## src/rtl/ppu_sparse_compressor.sv

```systemverilog
// ppu_sparse_compressor: drains an accumulator region through ReLU/shift/saturate and
// zero-run encodes the results into value/index pairs written to OARAM.
module ppu_sparse_compressor #(
   parameter int BANK_COUNT  = 32,
   parameter int TILE_SIZE   = 256,
   parameter int ACC_WIDTH   = 24,
   parameter int VALUE_WIDTH = 8,
   parameter int INDEX_WIDTH = 4,
   parameter int RAM_WIDTH   = 10
) (
   input  logic                           i_clk,
   input  logic                           i_reset,
   input  logic                           i_start,
   input  logic [1:0]                     i_bitwidth,
   input  logic [4:0]                     i_shift,
   input  logic [$clog2(TILE_SIZE):0]     i_row_count,
   input  logic [$clog2(TILE_SIZE):0]     i_col_count,
   input  logic [RAM_WIDTH-1:0]           i_base_address,
   output logic [$clog2(BANK_COUNT)-1:0]  o_buffer_bank_read,
   output logic [$clog2(TILE_SIZE)-1:0]   o_buffer_row,
   output logic [$clog2(TILE_SIZE)-1:0]   o_buffer_column,
   output logic                           o_buffer_read_enable,
   input  logic [ACC_WIDTH-1:0]           i_buffer_data_read,
   output logic [VALUE_WIDTH-1:0]         o_oaram_value,
   output logic [INDEX_WIDTH-1:0]         o_oaram_index,
   output logic [RAM_WIDTH-1:0]           o_oaram_address,
   output logic                           o_oaram_write_enable,
   input  logic                           i_oaram_ready,
   output logic                           o_busy,
   output logic                           o_done,
   output logic [RAM_WIDTH:0]             o_entry_count,
   output logic                           o_address_wrapped
);
   localparam int CW = $clog2(TILE_SIZE);
   localparam int BW = $clog2(BANK_COUNT);
   localparam int EW = VALUE_WIDTH + INDEX_WIDTH;
   localparam logic [INDEX_WIDTH-1:0] RUN_MAX = '1;

   typedef enum logic [1:0] {IDLE, READ, FLUSH, DONE} state_t;

   state_t                 r_state;
   logic [1:0]             r_bitwidth;
   logic [4:0]             r_shift;
   logic [CW:0]            r_rows;
   logic [CW:0]            r_cols;
   logic [CW-1:0]          r_row;
   logic [CW-1:0]          r_col;
   logic [BW-1:0]          r_bank;
   logic                   r_pend;
   logic [INDEX_WIDTH-1:0] r_run;
   logic [EW-1:0]          r_q0;
   logic [EW-1:0]          r_q1;
   logic [1:0]             r_cnt;
   logic [RAM_WIDTH-1:0]   r_addr;
   logic                   r_busy;
   logic                   r_done;
   logic [RAM_WIDTH:0]     r_count;
   logic                   r_wrapped;

   logic                   w_pop;
   logic [1:0]             w_occ;
   logic [1:0]             w_slot;
   logic                   w_rd;
   logic                   w_col_end;
   logic                   w_last;
   logic [ACC_WIDTH-1:0]   w_shifted;
   logic [ACC_WIDTH-1:0]   w_max;
   logic [VALUE_WIDTH-1:0] w_val;
   logic                   w_push;
   logic [EW-1:0]          w_entry;
   logic                   w_fin;

   // A read may issue only if the skid buffer can still absorb its result two cycles later.
   always_comb begin
      w_pop     = (r_cnt != 2'd0) && i_oaram_ready;
      w_slot    = r_cnt - {1'b0, w_pop};
      w_occ     = w_slot + {1'b0, r_pend};
      w_rd      = (r_state == READ) && (w_occ < 2'd2);
      w_col_end = {1'b0, r_col} == r_cols - (CW+1)'(1);
      w_last    = w_col_end && ({1'b0, r_row} == r_rows - (CW+1)'(1));
      w_shifted = i_buffer_data_read[ACC_WIDTH-1] ? '0 : $unsigned(i_buffer_data_read) >> r_shift;
      w_max     = r_bitwidth == 2'd3 ? ACC_WIDTH'(1)
                : ACC_WIDTH'((64'd1 << (VALUE_WIDTH >> r_bitwidth)) - 64'd1);
      w_val     = w_shifted > w_max ? VALUE_WIDTH'(w_max) : VALUE_WIDTH'(w_shifted);
      w_push    = r_pend && (w_val != '0 || r_run == RUN_MAX);
      w_entry   = {w_val, r_run};
      w_fin     = !r_pend && (r_cnt == 2'd0 || (r_cnt == 2'd1 && i_oaram_ready));
   end

   always_ff @(posedge i_clk) begin
      if (i_reset) begin
         r_state    <= IDLE;
         r_bitwidth <= '0;
         r_shift    <= '0;
         r_rows     <= '0;
         r_cols     <= '0;
         r_row      <= '0;
         r_col      <= '0;
         r_bank     <= '0;
         r_pend     <= 1'b0;
         r_run      <= '0;
         r_q0       <= '0;
         r_q1       <= '0;
         r_cnt      <= '0;
         r_addr     <= '0;
         r_busy     <= 1'b0;
         r_done     <= 1'b0;
         r_count    <= '0;
         r_wrapped  <= 1'b0;
      end else begin
         if (w_pop) begin
            r_q0    <= r_q1;
            r_addr  <= r_addr + RAM_WIDTH'(1);
            r_count <= r_count + (RAM_WIDTH+1)'(1);
            if (&r_addr) r_wrapped <= 1'b1;
         end
         if (w_push) begin
            if (w_slot == 2'd0) r_q0 <= w_entry;
            else r_q1 <= w_entry;
         end
         r_cnt  <= w_slot + {1'b0, w_push};
         r_pend <= w_rd;
         if (r_pend) r_run <= w_push ? '0 : r_run + INDEX_WIDTH'(1);
         if (w_rd) begin
            r_bank <= r_bank + BW'(1);
            r_col  <= w_col_end ? '0 : r_col + CW'(1);
            if (w_col_end) r_row <= r_row + CW'(1);
         end
         case (r_state)
            IDLE: if (i_start) begin
               r_bitwidth <= i_bitwidth;
               r_shift    <= i_shift;
               r_rows     <= i_row_count;
               r_cols     <= i_col_count;
               r_row      <= '0;
               r_col      <= '0;
               r_bank     <= '0;
               r_run      <= '0;
               r_addr     <= i_base_address;
               r_count    <= '0;
               r_wrapped  <= 1'b0;
               r_busy     <= 1'b1;
               // An empty region passes through the (already empty) flush step.
               r_state    <= (i_row_count == '0 || i_col_count == '0) ? FLUSH : READ;
            end
            READ: if (w_rd && w_last) r_state <= FLUSH;
            FLUSH: if (w_fin) begin
               r_state <= DONE;
               r_done  <= 1'b1;
               r_busy  <= 1'b0;
            end
            DONE: begin
               r_done  <= 1'b0;
               r_state <= IDLE;
            end
            default: r_state <= IDLE;
         endcase
      end
   end

   assign o_buffer_bank_read   = r_bank;
   assign o_buffer_row         = r_row;
   assign o_buffer_column      = r_col;
   assign o_buffer_read_enable = w_rd;
   assign o_oaram_value        = r_q0[EW-1:INDEX_WIDTH];
   assign o_oaram_index        = r_q0[INDEX_WIDTH-1:0];
   assign o_oaram_address      = r_addr;
   assign o_oaram_write_enable = r_cnt != 2'd0;
   assign o_busy               = r_busy;
   assign o_done               = r_done;
   assign o_entry_count        = r_count;
   assign o_address_wrapped    = r_wrapped;
endmodule

```

## config.mk

```make
export PLATFORM = sky130hd
export DESIGN_NAME = ppu_sparse_compressor
export DESIGN_NICKNAME = d
export VERILOG_FILES = /design/src/rtl/ppu_sparse_compressor.sv
export SDC_FILE = /design/constraint.sdc
export NUM_CORES = 1
export LEC_CHECK = 0
export CORE_MARGIN = 4
export CORE_UTILIZATION = 54
export DETAILED_ROUTE_END_ITERATION = 16
export PLACE_DENSITY = 0.92
export SYNTH_ARGS = -nofsm -noshare
export SYNTH_HDL_FRONTEND = slang
export SYNTH_SLANG_ARGS = --single-unit
```

## constraint.sdc

```tcl
create_clock -name i_clk -period 5.4 [get_ports i_clk]
set_input_delay 0.54 -clock i_clk [delete_from_list [all_inputs] [get_ports i_clk]]
set_output_delay 0.54 -clock i_clk [all_outputs]
set_load 0.01 [all_outputs]
```

==> results_dict.tcl, run 1 <==
# yosys + openroad results
set metrics [dict create \
    status "finished clean" \
    drv_slew 0 \
    viasPerCell 5.81 \
    fillers 965 \
    slew_headroom_pct 33.3 \
    syn_area_um2 7120 \
    r2r_setup_slack_ns 0.56 \
    holdPathEnd "o_done" \
    end_kind "register" \
    critPathLaunchType "register" \
    post-route-period-util_pct 89.6 \
    buffer_ports.inserted 121 \
    drc 0 \
    top_area_cell "dfxtp_1" \
    die-width_um 123 \
    worst-path-max-fanout 20 \
    yosys_area_um2 7120 \
    first_iter_violations 533 \
    switching_share_pct 39.2 \
    nFlopsAndLatches 103 \
    antenna_found_initial 0 \
    final-nonclk-buf-share_pct 14.5 \
    highest_layer "met4" \
    max_freq_ghz 0.207 \
    arrival_ns 5.07 \
    final_nets 1060 \
    grt_pass1_wl_um 29400 \
    crit_slowest_cell "dfxtp_1" \
    drv_cap 0 \
    synth_area_per_cell_um2 8.33 \
    post_cts_resize_count 0 \
    area_delta_synth_final_pct 22.0 \
    num_vias 6582 \
    power.group.top "combinational cells" \
    largest_class "logic gates" \
    synth.most_common_cell "nand2_1" \
    p_per_area_nw_per_um2 372 \
    sh_comb_area_pct 54.5 \
    grt_setup_unrepaired "false" \
    reg2reg_depth 15 \
    numCtsBuffers 9 \
    post-route-min-period_ns 4.84 \
    seq_cell_power_mw 1.05 \
    fp_util_pct 55.8 \
    crit_type "reg -> reg" \
    ir_drop_uv 227 \
    layout.cells.non_filler 1132 \
    endpoint "r_q1[8]" \
    pre_cts_ws_ns 0.671 \
    num-clock-buffers 10 \
    cts.htree.levels 3 \
    ctsHoldBuffers 0 \
    cts_tree "built" \
    pg_comb_mw 1.50 \
    yosys_cells 855 \
    top_area_share_pct 28.9 \
    hold_start "o_done" \
    yosysUniqueCellTypes 70 \
    clock-sinks 103 \
    top_usage_layer "met2" \
    coreArea_um2 12800 \
    warnings 31 \
    drive_above_1_share_pct 6.98 \
    nWellTaps 172 \
    hold_violations 0 \
    critical_path_required_ns 5.63 \
    crit_start "r_shift[2]" \
    ys_seq_share_pct 28.9 \
    wl_um 18200 \
    placed_cells 1117 \
    rows 41 \
    r2r-start "r_shift[2]" \
    combPwrFrac_pct 46.5 \
    dieArea_um2 15100 \
    edf_count 0 \
    fin_ws_ns 0.560 \
    wl_met2_um 8810 \
    grt_pass1_vias 6229 \
    yosys_warnings 0 \
    syn_inst 855 \
    grt_use_met3_pct 4.10 \
    ant_nets 0 \
    path_cells "buf_4 > mux2i_1 > o32ai_1 > a31oi_1 > a211oi_1 > ha_1 > and3_1 > a221o_1 > a22o_1 > a211o_1 > a21boi_1 > a31o_4 > inv_4 > nand2_2 > mux2_2" \
    synth.area.top_cells "dfxtp_1 29%, ha_1 7.2%, nand2_1 6.0%" \
    n_all_buffers 128 \
    min_delay_path_depth 2 \
    setup-violations-final 0 \
]
[run 1: cell families (layout without fill, tap and decap cells)]
| kind of cell | Yosys count | count (layout) | share of synthesized area (%) |
|---|---|---|---|
| and+or+nand+nor | 345 | 345 | 23.4 |
| AOI/OAI and AO/OA | 153 | 153 | 14.8 |
| DFF | 103 | 103 | 28.9 |
| buffers and inverters | 75 | 171 | 5.06 |
| muxes | 73 | 73 | 12.7 |
| xor gates and xnor gates | 63 | 63 | 7.75 |
| adders and majority gates | 41 | 41 | 7.20 |
| other | 2 | 11 | 0.105 |
[run 1: placed cells by master, fill, tap and decap left out, types with 8 or more instances in the layout]
cell type	synthesis	final
clkdlybuf4s50_1	0	120
nand4_1	19	19
nand3_1	21	21
inv_1	27	27
a211oi_1	24	24
mux2_1	9	9
o21ai_0	10	10
mux2i_1	36	36
nor3_1	14	14
mux2_4	10	10
nand2b_1	23	23
nor2_1	90	90
nand2_1	113	113
mux4_2	8	8
a21oi_1	54	54
and3_1	10	10
mux2_2	10	10
xnor2_1	30	30
clkbuf_16	0	9
conb_1	2	11
dfxtp_1	103	102
nor4_1	8	8
ha_1	41	41
nor2b_1	15	15
xor2_1	33	33
[run 1: through the flow]
stage          cell area (µm²)  hold slack, ns  power [mW]  utilization (%)
6_report                  8690           0.466        3.23             68.0
5_1_grt                   8690           0.497        3.45             68.0
4_1_cts                   8690           0.467        3.23             68.0
3_5_place_dp              8380           0.458        2.54             65.6
3_3_place_gp              8380           0.446        2.49             65.6
2_1_floorplan             7160           0.443        2.11                -
[run 1: critical path, delay by kind of cell, from the launching register on]
kind | cells | cell delay, ns
mux | 2 | 0.66
fa+ha+maj | 1 | 0.36
flops | 1 | 0.86
buf+inv | 2 | 0.43
simple gates | 2 | 0.39
compound gates | 8 | 2.01
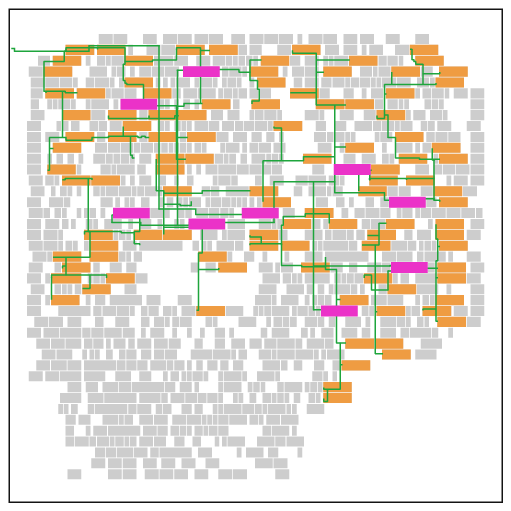
Run 1: clock network drawn from the DEF
Scale: 4 px per µm.
cells driving clock nets: marked magenta, count 9. flip-flops: marked orange, count 103. clock wires: marked green, length 1140 µm.
There are 10 routed clock nets.
Latency at later pin: 0.34 ns
clock network power: 684 µW
post-route clock skew: 0.00623 ns

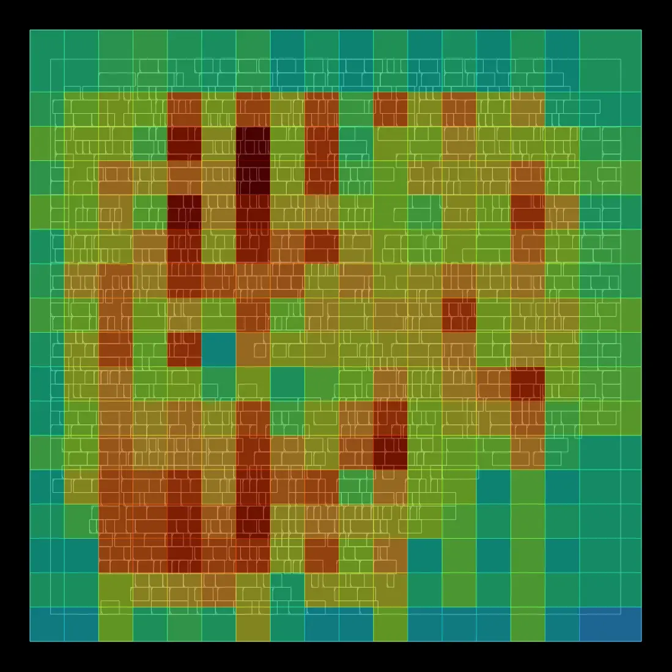
Run 1: routing congestion
Total GRT Usage: 23.8%
met1 GRT Util: 31.6%
Routed wire per std cell: 16.1 µm
post-layout util: 68.0%
GR Util met2: 39.7%

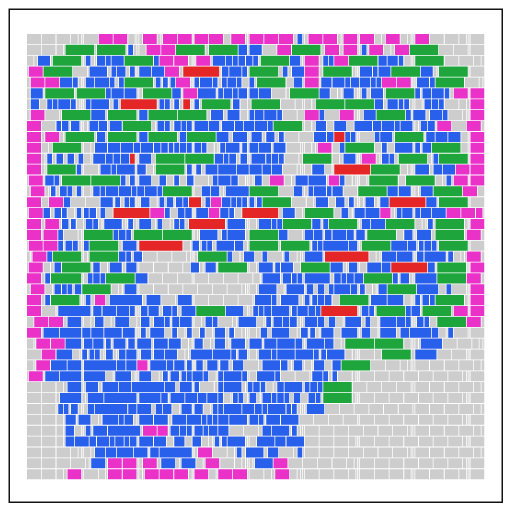
Run 1: cells coloured by class
Scale: 4 px per µm. Fill, decap, tap and diode cells in grey.
flip-flops: marked green, cells 103, share of their area 24%. other buffers and delay cells: marked magenta, cells 128, share of their area 15%. clock drivers and dummy loads: marked red, cells 15, share of their area 3.7%. all other logic: marked blue, cells 714, share of their area 57%.

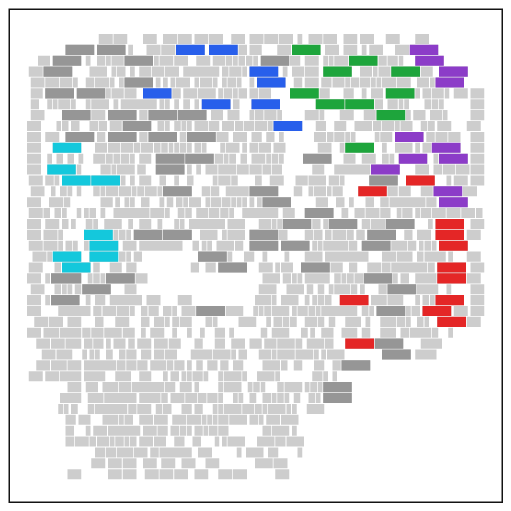
Run 1: where the registers sit
Scale: 4 px per µm.
`r_cols`: marked cyan, flops 9, where left middle. `o_buffer_row`: marked blue, flops 8, where top middle. `r_q0`: marked red, flops 12, where right middle. `o_oaram_address`: marked green, flops 10. `o_entry_count`: marked purple, flops 11.
Another 53 sequential cells are not coloured.

==> run 1 -> run 2 <==
--- a/config.mk
+++ b/config.mk
@@ -9,6 +9,7 @@
 export CORE_UTILIZATION = 54
 export DETAILED_ROUTE_END_ITERATION = 16
 export PLACE_DENSITY = 0.92
+export SLEW_MARGIN = 30
 export SYNTH_ARGS = -nofsm -noshare
 export SYNTH_HDL_FRONTEND = slang
 export SYNTH_SLANG_ARGS = --single-unit
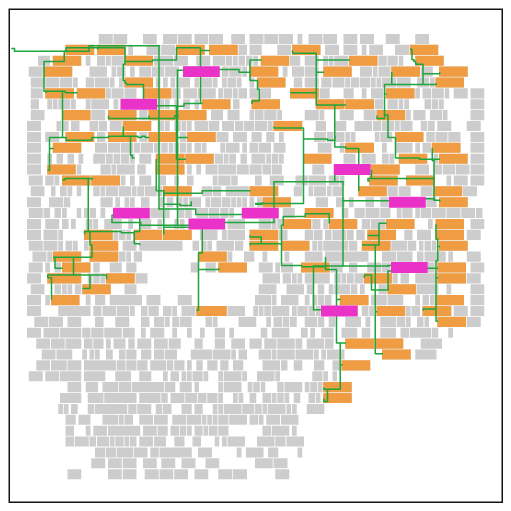
Run 2: clock network drawn from the DEF
Scale: 4 px per µm.
clock power share: 21.2%
post-route clock skew: 0.00634 ns

==> results_dict.tcl, run 2 <==
# yosys + openroad results
set metrics [dict create \
    placed_cell_area_um2 8380 \
    yosys_area_um2 7120 \
    r2r_setup_slack_ns 0.60 \
    grtUsageTotal_pct 23.8 \
    combPwrFrac_pct 46.4 \
    clk_latency_ns 0.34 \
    critPathLaunchType "register" \
    fp_util_pct 55.8 \
    end_kind "register" \
    rows 41 \
    ys_seq_share_pct 28.9 \
    grt_setup_unrepaired "false" \
    arrival_ns 5.03 \
    total_power_mw 3.23 \
    num_vias 6605 \
    buffer_ports.inserted 121 \
    final_nets 1060 \
    cts_tree "built" \
    final_layout_top_logic_cells "120 x clkdlybuf4s50_1, 113 x nand2_1, 101 x dfxtp_1" \
    highest_layer "met4" \
    drc 0 \
    hold_start "o_done" \
    post-route-period-util_pct 88.8 \
    worst-path-max-fanout 20 \
    holdPathEnd "o_done" \
    switching_share_pct 39.2 \
    drv_cap 0 \
    numCtsBuffers 9 \
    synth.area.top_cells "dfxtp_1 29%, ha_1 7.2%, nand2_1 6.0%" \
    crit_start "r_shift[2]" \
    fin_area_um2 8690 \
    layout.cells.non_filler 1132 \
    viasPerCell 5.83 \
    status "finished clean" \
    synth.most_common_cell "nand2_1" \
    p_per_area_nw_per_um2 372 \
    endpoint "r_q1[8]" \
    coreArea_um2 12800 \
    critical_path_required_ns 5.63 \
    lay_top_count "clkdlybuf4s50_1" \
    placed_cells 1117 \
    cts.htree.levels 3 \
    crit_type "reg -> reg" \
    edf_count 0 \
    reg2reg_depth 15 \
    top_area_cell "dfxtp_1" \
    post-route-min-period_ns 4.80 \
    yosys_warnings 0 \
    die-width_um 123 \
    wl_um 18200 \
    setup-violations-final 0 \
    syn_area_um2 7120 \
    drv_slew 0 \
    fin_util_pct 68.1 \
    grt_use_met3_pct 4.10 \
    globalRouteMet1Util_pct 31.6 \
    dieArea_um2 15100 \
    synth_area_per_cell_um2 8.33 \
    groute.layer.met2.usage_pct 39.7 \
    grt_pass1_wl_um 29400 \
    syn_inst 855 \
    top_usage_layer "met2" \
    post_cts_resize_count 0 \
    wl_met2_um 8750 \
    yosys_cells 855 \
    slew_headroom_pct 46.3 \
    ant_nets 0 \
    holdWs_ns 0.465 \
    grt_pass1_vias 6229 \
    top_area_share_pct 28.9 \
    first_iter_violations 503 \
]
==> run 2: cell count changes in the layout (fill, tap and decap cells not counted) <==
cell	previous run	this run
and2_1	4	3
and2_2	0	1
dfxtp_1	102	101
dfxtp_4	0	1
==> run 2: power by group through the flow <==
| stage | sequential (mW) | clock, mW | combinational (mW) |
|---|---|---|---|
| after floorplan | 1.01 | 0 | 1.10 |
| final | 1.05 | 0.684 | 1.50 |
| after global routing | 1.07 | 0.720 | 1.66 |
| after global placement | 1.05 | 0 | 1.44 |
| after CTS | 1.04 | 0.691 | 1.49 |
| after detailed placement | 1.06 | 0 | 1.48 |
==> run 2: logic make-up (layout without fill, tap and decap cells) <==
kind of cell / Yosys count / count (layout) / synth area share, %
xor+xnor: 63 / 63 / 7.75
simple gates: 345 / 345 / 23.4
fa+ha+maj: 41 / 41 / 7.20
buf+inv: 75 / 171 / 5.06
flops: 103 / 103 / 28.9
compound gates: 153 / 153 / 14.8
mux: 73 / 73 / 12.7
other cells: 2 / 11 / 0.105
==> run 2: worst max-delay path: stages (launching register included) <==
cell,delay (ns)
dfxtp_1,0.85
buf_4,0.37
mux2i_1,0.28
o32ai_1,0.11
a31oi_1,0.35
a211oi_1,0.14
ha_1,0.34
and3_1,0.16
a221o_1,0.29
a22o_1,0.18
a211o_1,0.37
a21boi_1,0.30
a31o_4,0.26
inv_4,0.06
nand2_2,0.23
mux2_2,0.38
==> run 2: area by class of cell <==
| cell class | count | area (µm²) |
|---|---|---|
| clock buffer | 10 | 229 |
| clock inverter | 5 | 81.3 |
| fill | 965 | 4080 |
| inverter | 28 | 108 |
| multi-input combinational | 686 | 4740 |
| sequential | 103 | 2070 |
| tap | 172 | 215 |
| timing repair buffer | 128 | 1260 |
No activity file was given, so power comes from the tool's default toggle rates.
